## config.mk

```make
export PLATFORM = sky130hd
export DESIGN_NAME = mac_lane_array
export DESIGN_NICKNAME = d
export VERILOG_FILES = /design/src/rtl/mac_lane_array.sv
export SDC_FILE = /design/constraint.sdc
export NUM_CORES = 2
export LEC_CHECK = 0
export ABC_AREA = 1
export CAP_MARGIN = 5
export CELL_PAD_IN_SITES_DETAIL_PLACEMENT = 1
export CELL_PAD_IN_SITES_GLOBAL_PLACEMENT = 2
export CORE_MARGIN = 8
export CORE_UTILIZATION = 33
export CTS_CLUSTER_SIZE = 16
export DETAILED_ROUTE_END_ITERATION = 10
export PLACE_DENSITY = 0.9
export SLEW_MARGIN = 25
export SYNTH_ARGS = -nofsm -noshare
export SYNTH_HDL_FRONTEND = slang
export SYNTH_SLANG_ARGS = --single-unit
export TNS_END_PERCENT = 20
```

## constraint.sdc

```tcl
create_clock -name clk0 -period 2.95 [get_ports clk0]
set_input_delay 0.59 -clock clk0 [delete_from_list [all_inputs] [get_ports clk0]]
set_output_delay 0.59 -clock clk0 [all_outputs]
set_load 0.02 [all_outputs]
```

## src/rtl/mac_lane_array.sv

```systemverilog
// LANES-wide signed fixed-point MAC with sticky overflow and registered cross-lane sum.
// Result 2 enabled cycles after in_valid, sum 3; ena=0 freezes all state, clr wins over everything.
module mac_lane_array #(
  parameter int LANES    = 4,
  parameter int DATA_W   = 16,
  parameter int ACC_W    = 40,
  parameter bit SATURATE = 1'b1
) (
  input  logic                                clk0,
  input  logic                                clr0_n,
  input  logic                                ena,
  input  logic                                clr,
  input  logic                                in_valid,
  input  logic                                accumulate,
  input  logic [LANES*DATA_W-1:0]             ay,
  input  logic [LANES*DATA_W-1:0]             az,
  output logic                                out_valid,
  output logic [LANES*ACC_W-1:0]              result,
  output logic [LANES-1:0]                    ovf,
  output logic                                sum_valid,
  output logic [ACC_W+$clog2(LANES)-1:0]      sum
);

  localparam int PROD_W = 2 * DATA_W;
  localparam int EXT_W  = ACC_W + 1;
  localparam int SUM_W  = ACC_W + $clog2(LANES);
  localparam logic signed [ACC_W-1:0] ACC_MAX = {1'b0, {(ACC_W-1){1'b1}}};
  localparam logic signed [ACC_W-1:0] ACC_MIN = {1'b1, {(ACC_W-1){1'b0}}};

  generate
    if (ACC_W < PROD_W) begin : g_bad_acc_w
      $error("mac_lane_array: ACC_W must be at least 2*DATA_W");
    end
    if (LANES < 1) begin : g_bad_lanes
      $error("mac_lane_array: LANES must be at least 1");
    end
  endgenerate

  logic signed [PROD_W-1:0] p_q   [LANES];
  logic signed [PROD_W-1:0] p_d   [LANES];
  logic signed [ACC_W-1:0]  acc_q [LANES];
  logic signed [ACC_W-1:0]  acc_d [LANES];
  logic signed [EXT_W-1:0]  tru   [LANES];
  logic [LANES-1:0]         lane_ovf;
  logic [LANES-1:0]         ovf_q, ovf_d;
  logic                     v1_q, v1_d, a1_q, a1_d;
  logic                     out_valid_q, out_valid_d;
  logic                     sum_valid_q, sum_valid_d;
  logic signed [SUM_W-1:0]  sum_q, sum_d, sum_all;

  // One extra bit holds the exact sum; overflow shows up as the top two bits disagreeing.
  for (genvar g = 0; g < LANES; g++) begin : g_lane
    assign tru[g]      = EXT_W'(acc_q[g]) + EXT_W'(p_q[g]);
    assign lane_ovf[g] = tru[g][ACC_W] ^ tru[g][ACC_W-1];
    assign result[g*ACC_W +: ACC_W] = acc_q[g];
  end

  always_comb begin
    sum_all = '0;
    for (int i = 0; i < LANES; i++) begin
      sum_all = sum_all + SUM_W'(acc_q[i]);
    end
  end

  always_comb begin
    p_d         = p_q;
    acc_d       = acc_q;
    ovf_d       = ovf_q;
    v1_d        = v1_q;
    a1_d        = a1_q;
    out_valid_d = out_valid_q;
    sum_valid_d = sum_valid_q;
    sum_d       = sum_q;
    if (clr) begin
      for (int i = 0; i < LANES; i++) begin
        p_d[i]   = '0;
        acc_d[i] = '0;
      end
      ovf_d       = '0;
      v1_d        = 1'b0;
      a1_d        = 1'b0;
      out_valid_d = 1'b0;
      sum_valid_d = 1'b0;
      sum_d       = '0;
    end else if (ena) begin
      for (int i = 0; i < LANES; i++) begin
        p_d[i] = PROD_W'($signed(ay[i*DATA_W +: DATA_W])) * PROD_W'($signed(az[i*DATA_W +: DATA_W]));
        if (v1_q) begin
          if (!a1_q) begin
            acc_d[i] = ACC_W'(p_q[i]);
          end else if (lane_ovf[i]) begin
            ovf_d[i] = 1'b1;
            if (SATURATE) acc_d[i] = tru[i][ACC_W] ? ACC_MIN : ACC_MAX;
            else          acc_d[i] = tru[i][ACC_W-1:0];
          end else begin
            acc_d[i] = tru[i][ACC_W-1:0];
          end
        end
      end
      v1_d        = in_valid;
      a1_d        = accumulate;
      out_valid_d = v1_q;
      sum_d       = sum_all;
      sum_valid_d = out_valid_q;
    end
  end

  always_ff @(posedge clk0 or negedge clr0_n) begin
    if (!clr0_n) begin
      for (int i = 0; i < LANES; i++) begin
        p_q[i]   <= '0;
        acc_q[i] <= '0;
      end
      ovf_q       <= '0;
      v1_q        <= 1'b0;
      a1_q        <= 1'b0;
      out_valid_q <= 1'b0;
      sum_valid_q <= 1'b0;
      sum_q       <= '0;
    end else begin
      p_q         <= p_d;
      acc_q       <= acc_d;
      ovf_q       <= ovf_d;
      v1_q        <= v1_d;
      a1_q        <= a1_d;
      out_valid_q <= out_valid_d;
      sum_valid_q <= sum_valid_d;
      sum_q       <= sum_d;
    end
  end

  assign out_valid = out_valid_q;
  assign ovf       = ovf_q;
  assign sum_valid = sum_valid_q;
  assign sum       = sum_q;

endmodule

```

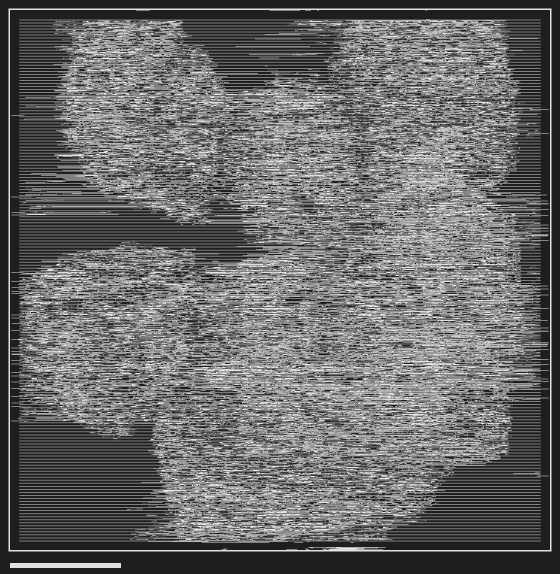
*The metal 1 layer*
Bar = 100 um. Supply wires on this layer in gray. Cells faint in the background.
longest straight run = 93.8 um
main direction = horizontal
share of all routed wire = 37%
wire length on this layer = 150 mm
nets with wire on the layer = 13729

==> flow_metrics.tcl <==
# collected from the flow reports
set metrics [dict create \
    setup_slack_ns -3.13 \
    viasPerCell 5.45 \
    maxSlewHeadroom 0.299 \
    place_inst 14900 \
    seqAreaFraction 0.0798 \
    fin_crit_ns 6.08 \
    rr_endpoint "result[64]" \
    clock_latency_ns 0.67 \
    required_ns 3.52 \
    path_common_cell "fa_1" \
    comb_cells 7260 \
    async_reset_ff_frac 1.00 \
    critPathKind "input port to flip-flop" \
    outcome "complete, but fails checks" \
    grt_use_met2 0.513 \
    ff_latch_area_sq_mm 0.00846 \
    yosys_most_used_dff "dfrtp_1" \
    violations "setup timing" \
    setup_violations 305 \
    tightest_slew_ns 1.04 \
    clock-sinks 338 \
    comb_share 0.563 \
    skew_ns 0.0579 \
    drt-initial-drc-count 7225 \
]
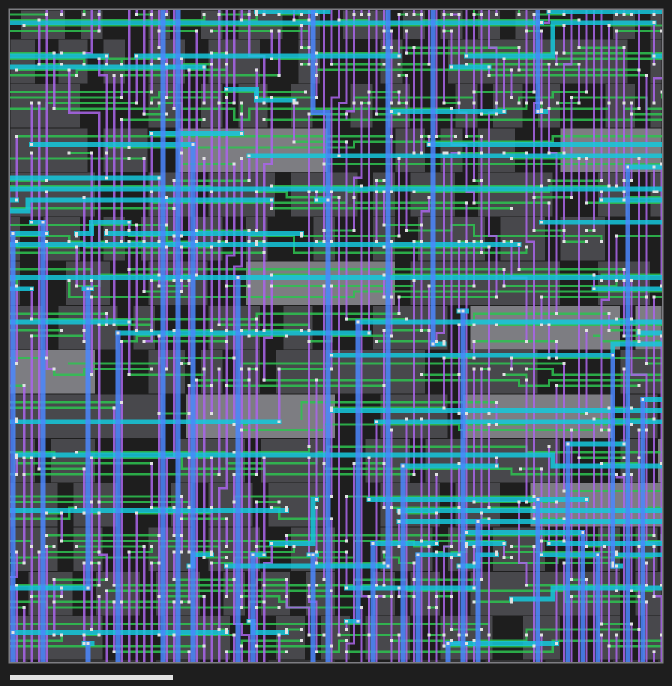
*A small window of the routed layout*
Bar = 10 um. Window x 222 to 262, y 125 to 165 um. Cells in gray, sequential cells in the stronger gray; small squares are vias.
purple -> M2
blue -> M4
green -> M1
cyan -> M3
sequential cells in the window = 8
most frequent = nand2_1 (25), buf_4 (16), nor2_1 (9)
cells with their middle in the window = 125
netlist names of flops here include = p_q (4), result (2)

